===== config.mk =====
export PLATFORM = sky130hd
export DESIGN_NAME = uart_fifo_param
export DESIGN_NICKNAME = d
export VERILOG_FILES = /design/src/rtl/uart_pkg.sv /design/src/rtl/uart_sync_fifo.sv /design/src/rtl/uart_fifo_param.sv
export SDC_FILE = /design/constraint.sdc
export NUM_CORES = 1
export LEC_CHECK = 0
export ABC_CLOCK_PERIOD_IN_PS = 9000
export CORE_ASPECT_RATIO = 0.5
export CORE_MARGIN = 5
export CORE_UTILIZATION = 30
export CTS_CLUSTER_SIZE = 25
export DETAILED_ROUTE_END_ITERATION = 7
export PLACE_DENSITY = 0.54
export SETUP_SLACK_MARGIN = 0.2
export SYNTH_ARGS = -nofsm -noshare
export SYNTH_HDL_FRONTEND = slang
export SYNTH_SLANG_ARGS = --single-unit

===== constraint.sdc =====
create_clock -name clk -period 9 [get_ports clk]
set_input_delay 0.9 -clock clk [delete_from_list [all_inputs] [get_ports clk]]
set_output_delay 0.9 -clock clk [all_outputs]
set_load 0.01 [all_outputs]

===== src/rtl/uart_pkg.sv =====
// Shared constants, FSM state types and the baud divisor helper for the
// parametrised UART transceiver.
`timescale 1ns/1ps
package uart_pkg;

    localparam int PARITY_NONE = 0;
    localparam int PARITY_EVEN = 1;
    localparam int PARITY_ODD  = 2;

    typedef enum logic [2:0] {
        RX_IDLE,
        RX_START,
        RX_DATA,
        RX_PARITY,
        RX_STOP
    } rx_state_t;

    typedef enum logic [2:0] {
        TX_IDLE,
        TX_START,
        TX_DATA,
        TX_PARITY,
        TX_STOP
    } tx_state_t;

    // Clocks per 16x oversample tick, rounded to nearest.
    function automatic int div_calc(input int clk_hz, input int baud);
        return (clk_hz + 8 * baud) / (16 * baud);
    endfunction

endpackage


===== src/rtl/uart_sync_fifo.sv =====
// First-word-fall-through synchronous FIFO with occupancy count; a push while
// full is taken only when a pop frees a slot on the same edge.
`timescale 1ns/1ps
module uart_sync_fifo #(
    parameter int WIDTH = 8,
    parameter int DEPTH = 16
) (
    input  logic                       clk,
    input  logic                       reset_n,
    input  logic                       push,
    input  logic [WIDTH-1:0]           push_data,
    input  logic                       pop,
    output logic [WIDTH-1:0]           pop_data,
    output logic                       full,
    output logic                       empty,
    output logic [$clog2(DEPTH+1)-1:0] count
);
    localparam int AW = (DEPTH > 1) ? $clog2(DEPTH) : 1;
    localparam int CW = $clog2(DEPTH + 1);

    logic [WIDTH-1:0] mem [DEPTH];
    logic [AW-1:0]    wr_ptr_reg, rd_ptr_reg;
    logic [CW-1:0]    count_reg;
    logic             do_push, do_pop;

    assign empty    = (count_reg == '0);
    assign full     = (count_reg == CW'(DEPTH));
    assign do_pop   = pop && !empty;
    assign do_push  = push && (!full || do_pop);
    assign pop_data = mem[rd_ptr_reg];
    assign count    = count_reg;

    always_ff @(posedge clk) begin
        if (do_push) begin
            mem[wr_ptr_reg] <= push_data;
        end
    end

    always_ff @(posedge clk or negedge reset_n) begin
        if (!reset_n) begin
            wr_ptr_reg <= '0;
            rd_ptr_reg <= '0;
            count_reg  <= '0;
        end else begin
            if (do_push) wr_ptr_reg <= wr_ptr_reg + AW'(1);
            if (do_pop)  rd_ptr_reg <= rd_ptr_reg + AW'(1);
            count_reg <= count_reg + CW'(do_push) - CW'(do_pop);
        end
    end

endmodule


===== src/rtl/uart_fifo_param.sv =====
// UART transceiver with RX/TX FIFOs, optional parity and an internal echo
// path from the RX FIFO into the TX FIFO.
`timescale 1ns/1ps
module uart_fifo_param
    import uart_pkg::*;
#(
    parameter int CLK_HZ     = 50_000_000,
    parameter int BAUD       = 115200,
    parameter int DATA_BITS  = 8,
    parameter int FIFO_DEPTH = 16,
    parameter int PARITY     = 0,
    parameter int ECHO       = 1
) (
    input  logic                            clk,
    input  logic                            reset_n,
    input  logic                            uart_rx,
    output logic                            uart_tx,
    output logic [DATA_BITS-1:0]            rx_data,
    output logic                            rx_valid,
    input  logic                            rx_ready,
    input  logic [DATA_BITS-1:0]            tx_data,
    input  logic                            tx_valid,
    output logic                            tx_ready,
    output logic [7:0]                      led,
    output logic [$clog2(FIFO_DEPTH+1)-1:0] rx_count,
    output logic [$clog2(FIFO_DEPTH+1)-1:0] tx_count,
    output logic                            frame_err,
    output logic                            parity_err,
    output logic                            overrun,
    input  logic                            err_clr
);
    localparam int   DIV     = div_calc(CLK_HZ, BAUD);
    localparam int   DW      = $clog2(DIV + 1);
    localparam logic PAR_ODD = (PARITY == PARITY_ODD);

    logic [DW-1:0] div_cnt_reg;
    logic          tick;

    always_ff @(posedge clk or negedge reset_n) begin
        if (!reset_n)   div_cnt_reg <= '0;
        else if (tick)  div_cnt_reg <= '0;
        else            div_cnt_reg <= div_cnt_reg + DW'(1);
    end
    assign tick = (div_cnt_reg == DW'(DIV - 1));

    // ---------------- receive path ----------------
    logic [1:0]           rx_sync_reg;
    logic                 rx_prev_reg, rx_line;
    rx_state_t            rx_state_reg, rx_state_next;
    logic [3:0]           rx_tick_reg, rx_tick_next, rx_bit_reg, rx_bit_next;
    logic [DATA_BITS-1:0] rx_shift_reg, rx_shift_next;
    logic                 rx_par_reg, rx_par_next, rx_push_reg, rx_push_next;
    logic                 frame_set, parity_set, overrun_set, rx_sample;
    logic [7:0]           led_reg, led_byte;
    logic                 frame_err_reg, parity_err_reg, overrun_reg;
    logic                 rx_full, rx_empty, rx_fifo_pop;

    assign rx_line   = rx_sync_reg[1];
    assign rx_sample = tick && (rx_tick_reg == 4'd15);

    always_comb begin
        rx_state_next = rx_state_reg;
        rx_tick_next  = rx_tick_reg;
        rx_bit_next   = rx_bit_reg;
        rx_shift_next = rx_shift_reg;
        rx_par_next   = rx_par_reg;
        rx_push_next  = 1'b0;
        frame_set     = 1'b0;
        parity_set    = 1'b0;
        if (tick) rx_tick_next = rx_tick_reg + 4'd1;
        case (rx_state_reg)
            RX_IDLE: begin
                rx_tick_next = '0;
                if (rx_prev_reg && !rx_line) rx_state_next = RX_START;
            end
            RX_START: begin
                // Re-check at the start-bit midpoint; a high line was a glitch.
                if (tick && rx_tick_reg == 4'd7) begin
                    rx_tick_next  = '0;
                    rx_bit_next   = '0;
                    rx_state_next = rx_line ? RX_IDLE : RX_DATA;
                end
            end
            RX_DATA: begin
                if (rx_sample) begin
                    rx_shift_next = {rx_line, rx_shift_reg[DATA_BITS-1:1]};
                    rx_bit_next   = rx_bit_reg + 4'd1;
                    if (rx_bit_reg == 4'(DATA_BITS - 1))
                        rx_state_next = (PARITY == PARITY_NONE) ? RX_STOP : RX_PARITY;
                end
            end
            RX_PARITY: begin
                if (rx_sample) begin
                    rx_par_next   = rx_line;
                    rx_state_next = RX_STOP;
                end
            end
            RX_STOP: begin
                if (rx_sample) begin
                    rx_state_next = RX_IDLE;
                    if (!rx_line)
                        frame_set = 1'b1;
                    else if (PARITY != PARITY_NONE && (rx_par_reg != ((^rx_shift_reg) ^ PAR_ODD)))
                        parity_set = 1'b1;
                    else
                        rx_push_next = 1'b1;
                end
            end
            default: rx_state_next = RX_IDLE;
        endcase
    end

    genvar gi;
    generate
        for (gi = 0; gi < 8; gi++) begin : g_led
            if (gi < DATA_BITS) begin : g_bit
                assign led_byte[gi] = rx_shift_reg[gi];
            end else begin : g_zero
                assign led_byte[gi] = 1'b0;
            end
        end
    endgenerate

    assign overrun_set = rx_push_reg && rx_full && !rx_fifo_pop;

    always_ff @(posedge clk or negedge reset_n) begin
        if (!reset_n) begin
            rx_sync_reg    <= 2'b11;
            rx_prev_reg    <= 1'b1;
            rx_state_reg   <= RX_IDLE;
            rx_tick_reg    <= '0;
            rx_bit_reg     <= '0;
            rx_shift_reg   <= '0;
            rx_par_reg     <= 1'b0;
            rx_push_reg    <= 1'b0;
            led_reg        <= '0;
            frame_err_reg  <= 1'b0;
            parity_err_reg <= 1'b0;
            overrun_reg    <= 1'b0;
        end else begin
            rx_sync_reg    <= {rx_sync_reg[0], uart_rx};
            rx_prev_reg    <= rx_line;
            rx_state_reg   <= rx_state_next;
            rx_tick_reg    <= rx_tick_next;
            rx_bit_reg     <= rx_bit_next;
            rx_shift_reg   <= rx_shift_next;
            rx_par_reg     <= rx_par_next;
            rx_push_reg    <= rx_push_next;
            if (rx_push_reg) led_reg <= led_byte;
            // A new error outranks a simultaneous clear.
            frame_err_reg  <= (frame_err_reg  && !err_clr) || frame_set;
            parity_err_reg <= (parity_err_reg && !err_clr) || parity_set;
            overrun_reg    <= (overrun_reg    && !err_clr) || overrun_set;
        end
    end

    // ---------------- FIFOs and echo routing ----------------
    logic [DATA_BITS-1:0] rx_head, tx_head, tx_fifo_data;
    logic                 tx_full, tx_empty, tx_fifo_push, tx_fifo_pop;

    assign rx_fifo_pop  = (ECHO != 0) ? (!rx_empty && !tx_full) : (rx_ready && !rx_empty);
    assign tx_fifo_push = (ECHO != 0) ? rx_fifo_pop : tx_valid;
    assign tx_fifo_data = (ECHO != 0) ? rx_head : tx_data;

    uart_sync_fifo #(.WIDTH(DATA_BITS), .DEPTH(FIFO_DEPTH)) u_rx_fifo (
        .clk(clk), .reset_n(reset_n),
        .push(rx_push_reg), .push_data(rx_shift_reg),
        .pop(rx_fifo_pop), .pop_data(rx_head),
        .full(rx_full), .empty(rx_empty), .count(rx_count)
    );

    uart_sync_fifo #(.WIDTH(DATA_BITS), .DEPTH(FIFO_DEPTH)) u_tx_fifo (
        .clk(clk), .reset_n(reset_n),
        .push(tx_fifo_push), .push_data(tx_fifo_data),
        .pop(tx_fifo_pop), .pop_data(tx_head),
        .full(tx_full), .empty(tx_empty), .count(tx_count)
    );

    // ---------------- transmit path ----------------
    tx_state_t            tx_state_reg, tx_state_next;
    logic [3:0]           tx_tick_reg, tx_tick_next, tx_bit_reg, tx_bit_next;
    logic [DATA_BITS-1:0] tx_shift_reg, tx_shift_next;
    logic                 tx_par_reg, tx_par_next, tx_line, uart_tx_reg, tx_last_tick;

    assign tx_last_tick = tick && (tx_tick_reg == 4'd15);

    always_comb begin
        tx_state_next = tx_state_reg;
        tx_tick_next  = tx_tick_reg;
        tx_bit_next   = tx_bit_reg;
        tx_shift_next = tx_shift_reg;
        tx_par_next   = tx_par_reg;
        tx_fifo_pop   = 1'b0;
        tx_line       = 1'b1;
        if (tick) tx_tick_next = tx_tick_reg + 4'd1;
        case (tx_state_reg)
            TX_START: begin
                tx_line = 1'b0;
                if (tx_last_tick) begin
                    tx_state_next = TX_DATA;
                    tx_bit_next   = '0;
                end
            end
            TX_DATA: begin
                tx_line = tx_shift_reg[0];
                if (tx_last_tick) begin
                    tx_shift_next = tx_shift_reg >> 1;
                    tx_bit_next   = tx_bit_reg + 4'd1;
                    if (tx_bit_reg == 4'(DATA_BITS - 1))
                        tx_state_next = (PARITY == PARITY_NONE) ? TX_STOP : TX_PARITY;
                end
            end
            TX_PARITY: begin
                tx_line = tx_par_reg;
                if (tx_last_tick) tx_state_next = TX_STOP;
            end
            TX_STOP: begin
                if (tx_last_tick) tx_state_next = TX_IDLE;
            end
            default: tx_state_next = TX_IDLE;
        endcase
        // Loading straight from the stop bit keeps back-to-back frames gapless.
        if ((tx_state_reg == TX_IDLE || (tx_state_reg == TX_STOP && tx_last_tick)) && !tx_empty) begin
            tx_fifo_pop   = 1'b1;
            tx_state_next = TX_START;
            tx_tick_next  = '0;
            tx_shift_next = tx_head;
            tx_par_next   = (^tx_head) ^ PAR_ODD;
        end
    end

    always_ff @(posedge clk or negedge reset_n) begin
        if (!reset_n) begin
            tx_state_reg <= TX_IDLE;
            tx_tick_reg  <= '0;
            tx_bit_reg   <= '0;
            tx_shift_reg <= '0;
            tx_par_reg   <= 1'b0;
            uart_tx_reg  <= 1'b1;
        end else begin
            tx_state_reg <= tx_state_next;
            tx_tick_reg  <= tx_tick_next;
            tx_bit_reg   <= tx_bit_next;
            tx_shift_reg <= tx_shift_next;
            tx_par_reg   <= tx_par_next;
            uart_tx_reg  <= tx_line;
        end
    end

    assign uart_tx    = uart_tx_reg;
    assign rx_data    = rx_head;
    assign rx_valid   = (ECHO != 0) ? 1'b0 : !rx_empty;
    assign tx_ready   = (ECHO != 0) ? 1'b0 : !tx_full;
    assign led        = led_reg;
    assign frame_err  = frame_err_reg;
    assign parity_err = parity_err_reg;
    assign overrun    = overrun_reg;

endmodule


==> results.sh <==
# flow metrics
export IMPL_critical_path_type="reg2out"
export IMPL_cts_clk_slew_worst_paths_ps=60
export IMPL_cell_internal_pwr_w=0.00249
export IMPL_grt_antenna_before_repair=0
export IMPL_critical_path_max_fanout=35
export IMPL_route_vias_total=6936
export IMPL_biggest_area_consumer_among_synthesized_cells="sky130_fd_sc_hd__edfxtp_1"
export IMPL_root_buffer="sky130_fd_sc_hd__clkbuf_16"
export IMPL_total_leakage_power_nw=4.61
export IMPL_ys_warn_count=0
export IMPL_layout_core_utilization_pct=34.6
export IMPL_synth_simple_gate_area_share_pct=6.03
export IMPL_area_leaders="sky130_fd_sc_hd__edfxtp_1 (55%), sky130_fd_sc_hd__dfrtp_1 (15%), sky130_fd_sc_hd__mux4_2 (9.8%)"
export IMPL_outcome="finished clean"
export IMPL_mux_area_share_pct=13.0
export IMPL_grt_setup_unrepaired="false"
export IMPL_row_count=56
export IMPL_initialDrtViolationCount=404
export IMPL_clkLatencyLatePin_ps=510
export IMPL_post_route_drc_count=0
export IMPL_fin_setup_tns_ps=0
export IMPL_max_freq_mhz=235
export IMPL_critPathCaptureType="output pin"
export IMPL_critical_path_arrival_ps=3360
export IMPL_cap_violations=0
export IMPL_weighted_congestion_at_the_end_of_routability_driven_global_placement=0.729
export IMPL_netSwitchingPower_w=0.000571
export IMPL_synth_top_cells_by_count="sky130_fd_sc_hd__edfxtp_1 (256), sky130_fd_sc_hd__dfrtp_1 (82), sky130_fd_sc_hd__nand2_1 (69)"
export IMPL_cts_max_path_buffers=3
export IMPL_switching_share_pct=18.6
export IMPL_core_area_um2=46500
export IMPL_power_frac_seq_pct=54.8
export IMPL_sink_count=342
export IMPL_cts_repair_resized=0
export IMPL_ys_cells=812
export IMPL_critical_path_cell_chain="buf_4 > mux4_2 > mux4_2 > clkdlybuf4s50_1"
export IMPL_finalWorstPathRequiredPeriod_ps=4260
export IMPL_synth_main_ff_cell="sky130_fd_sc_hd__edfxtp_1"
export IMPL_enable_flop_cells=256
export IMPL_stage_log_warnings=45
export IMPL_antenna_left=0
export IMPL_dpl_hpwl_mm=17.0
export IMPL_initial_utilization_pct=30.1
export IMPL_top_level_ports=46
export IMPL_synth_cell_area_um2=14000
export IMPL_final_min_period_over_clock_period_pct=47.3
export IMPL_grt_first_pass_wirelength_mm=43.8
export IMPL_tritoncts_clock_tree="done"
export IMPL_setup_viol_count_final=0
export IMPL_slew_viol_final=0
export IMPL_drt_total_wl_mm=27.4
export IMPL_combinationalPowerShare_pct=0.3
export IMPL_reg2reg_depth=14
export IMPL_port_buffer_count=33
export IMPL_synth_area_per_cell_um2=17.3
export IMPL_post_route_cells_drive_above_1_share_pct=16.6
export IMPL_diodes_inserted=0
export IMPL_power_density_cell_area_nw_per_um2=191
export IMPL_grt_pass1_vias=7510
export IMPL_finalNetCount=897
export IMPL_routed_via_density=4.58
export IMPL_reg_largest_list="u_rx_fifo.mem x128, u_tx_fifo.mem x128"
-- worst paths after layout --
check | start | endpoint | slack [ps]
worst min-delay path | reset_n | tx_bit_reg[0]$_DFFE_PN0P_ | 260
worst max-delay path | u_rx_fifo.rd_ptr_reg[0]$_DFFE_PN0P_ | rx_data[3] | 4740
worst max register to register | div_cnt_reg[0]$_DFF_PN0_ | u_tx_fifo.count[4]$_DFF_PN0_ | 5630
min in group clk | rx_sync_reg[0]$_DFF_PN1_ | rx_sync_reg[1]$_DFF_PN1_ | 360
max in group asynchronous | reset_n | u_rx_fifo.rd_ptr_reg[0]$_DFFE_PN0P_ | 7490
worst min register to register | rx_sync_reg[0]$_DFF_PN1_ | rx_sync_reg[1]$_DFF_PN1_ | 360
-- critical path, delay by kind of cell, from the launching register on --
family   cells  cell delay (ps)
buf+inv      2             1140
flops        1              340
mux          2             1340
-- area by class of cell --
class                      count  area [µm²]
sequential                   342        9850
multi-input combinational    405        3850
timing repair buffer          42         395
clock buffer                  52        1020
fill                        4401       30400
clock inverter                 9        71.3
inverter                      27         101
tap                          638         798
-- layout by cell type (no fill, tap or decap), types with 4 or more instances in the layout --
master and count:
sky130_fd_sc_hd__edfxtp_1 256, sky130_fd_sc_hd__dfrtp_1 78, sky130_fd_sc_hd__nand2_1 69, sky130_fd_sc_hd__mux4_2 61, sky130_fd_sc_hd__nor2_1 38, sky130_fd_sc_hd__clkbuf_16 37, sky130_fd_sc_hd__clkdlybuf4s50_1 32, sky130_fd_sc_hd__ha_1 28
sky130_fd_sc_hd__inv_1 27, sky130_fd_sc_hd__xnor2_1 25, sky130_fd_sc_hd__a22oi_1 23, sky130_fd_sc_hd__o21ai_0 18, sky130_fd_sc_hd__a21oi_1 15, sky130_fd_sc_hd__and2_1 14, sky130_fd_sc_hd__nor3_1 12, sky130_fd_sc_hd__mux4_1 11
sky130_fd_sc_hd__clkbuf_1 11, sky130_fd_sc_hd__mux2_2 10, sky130_fd_sc_hd__buf_4 10, sky130_fd_sc_hd__xor2_1 9, sky130_fd_sc_hd__and3_1 8, sky130_fd_sc_hd__nand4_1 7, sky130_fd_sc_hd__nand2b_1 6, sky130_fd_sc_hd__clkinv_2 6
sky130_fd_sc_hd__nand3_1 5, sky130_fd_sc_hd__mux2i_1 4, sky130_fd_sc_hd__nor2b_1 4, sky130_fd_sc_hd__clkbuf_8 4, sky130_fd_sc_hd__dfstp_2 4, sky130_fd_sc_hd__dfrtp_2 4
-- stage by stage --
step           worst slack [ps]  instances
2_1_floorplan              6010        813
3_3_place_gp               5240       1454
3_5_place_dp               5190       1454
4_1_cts                    4640       1515
5_1_grt                    4530       1515
6_report                   4740       1515
-- routing by layer --
metal	GRT usage [%]	up-vias	wire length, µm
met5	0	-	0
met4	2.95	0	539
met3	1.83	41	814
met2	18.6	97	13600
met1	14.6	3614	12500
li1	-	3184	-
-- power groups by stage --
stage | Sequential (W) | Clock [W] | Combinational, W
finish | 0.00168 | 0.00138 | 0.0000101
global route | 0.00168 | 0.00148 | 0.0000123
CTS | 0.00168 | 0.00142 | 0.0000110
detailed placement | 0.00171 | 0 | 0.0000109
global placement | 0.00171 | 0 | 0.0000104
floorplan | 0.00171 | 0 | 0.00000131
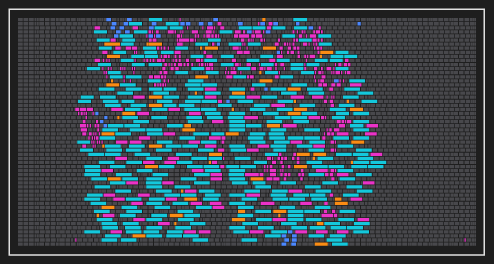
**Above:** cells colored by class.
(1.5 px per µm) Fill, decap, tap and diode cells in gray.
Cyan shows sequential cells, cells 342, share of their area 64%. Magenta shows combinational and other logic, cells 432, share of their area 26%. Blue shows remaining buffers and delay cells, cells 42, share of their area 2.6%. Orange shows clock drivers and dummy loads, cells 61, share of their area 7.2%.

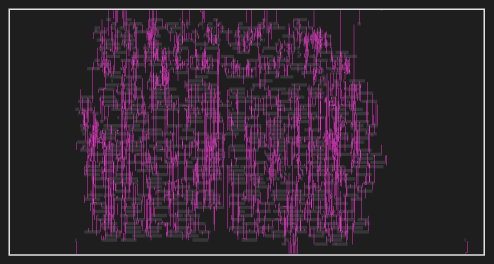
**Above:** metal 2.
(1.5 px per µm)
778 nets have wire on it. The longest straight run is 84.7 µm. The layer holds 50% of the routed length.

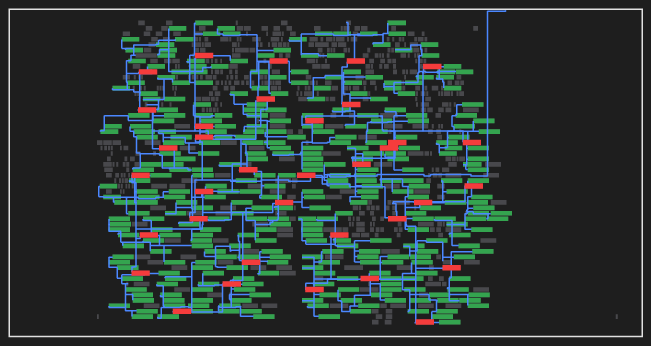
**Above:** clock distribution.
(2 px per µm)
Blue shows clock wires, length 3940 µm. Red shows clock drivers, count 35. Green shows flip-flops, count 342.
There are 36 routed clock nets.
clock distribution power: 0.00138 W
post-route clock skew: 7.93 ps
relative contribution of the clock network to total power: 44.9%

No activity file was given, so power comes from the tool's default toggle rates.
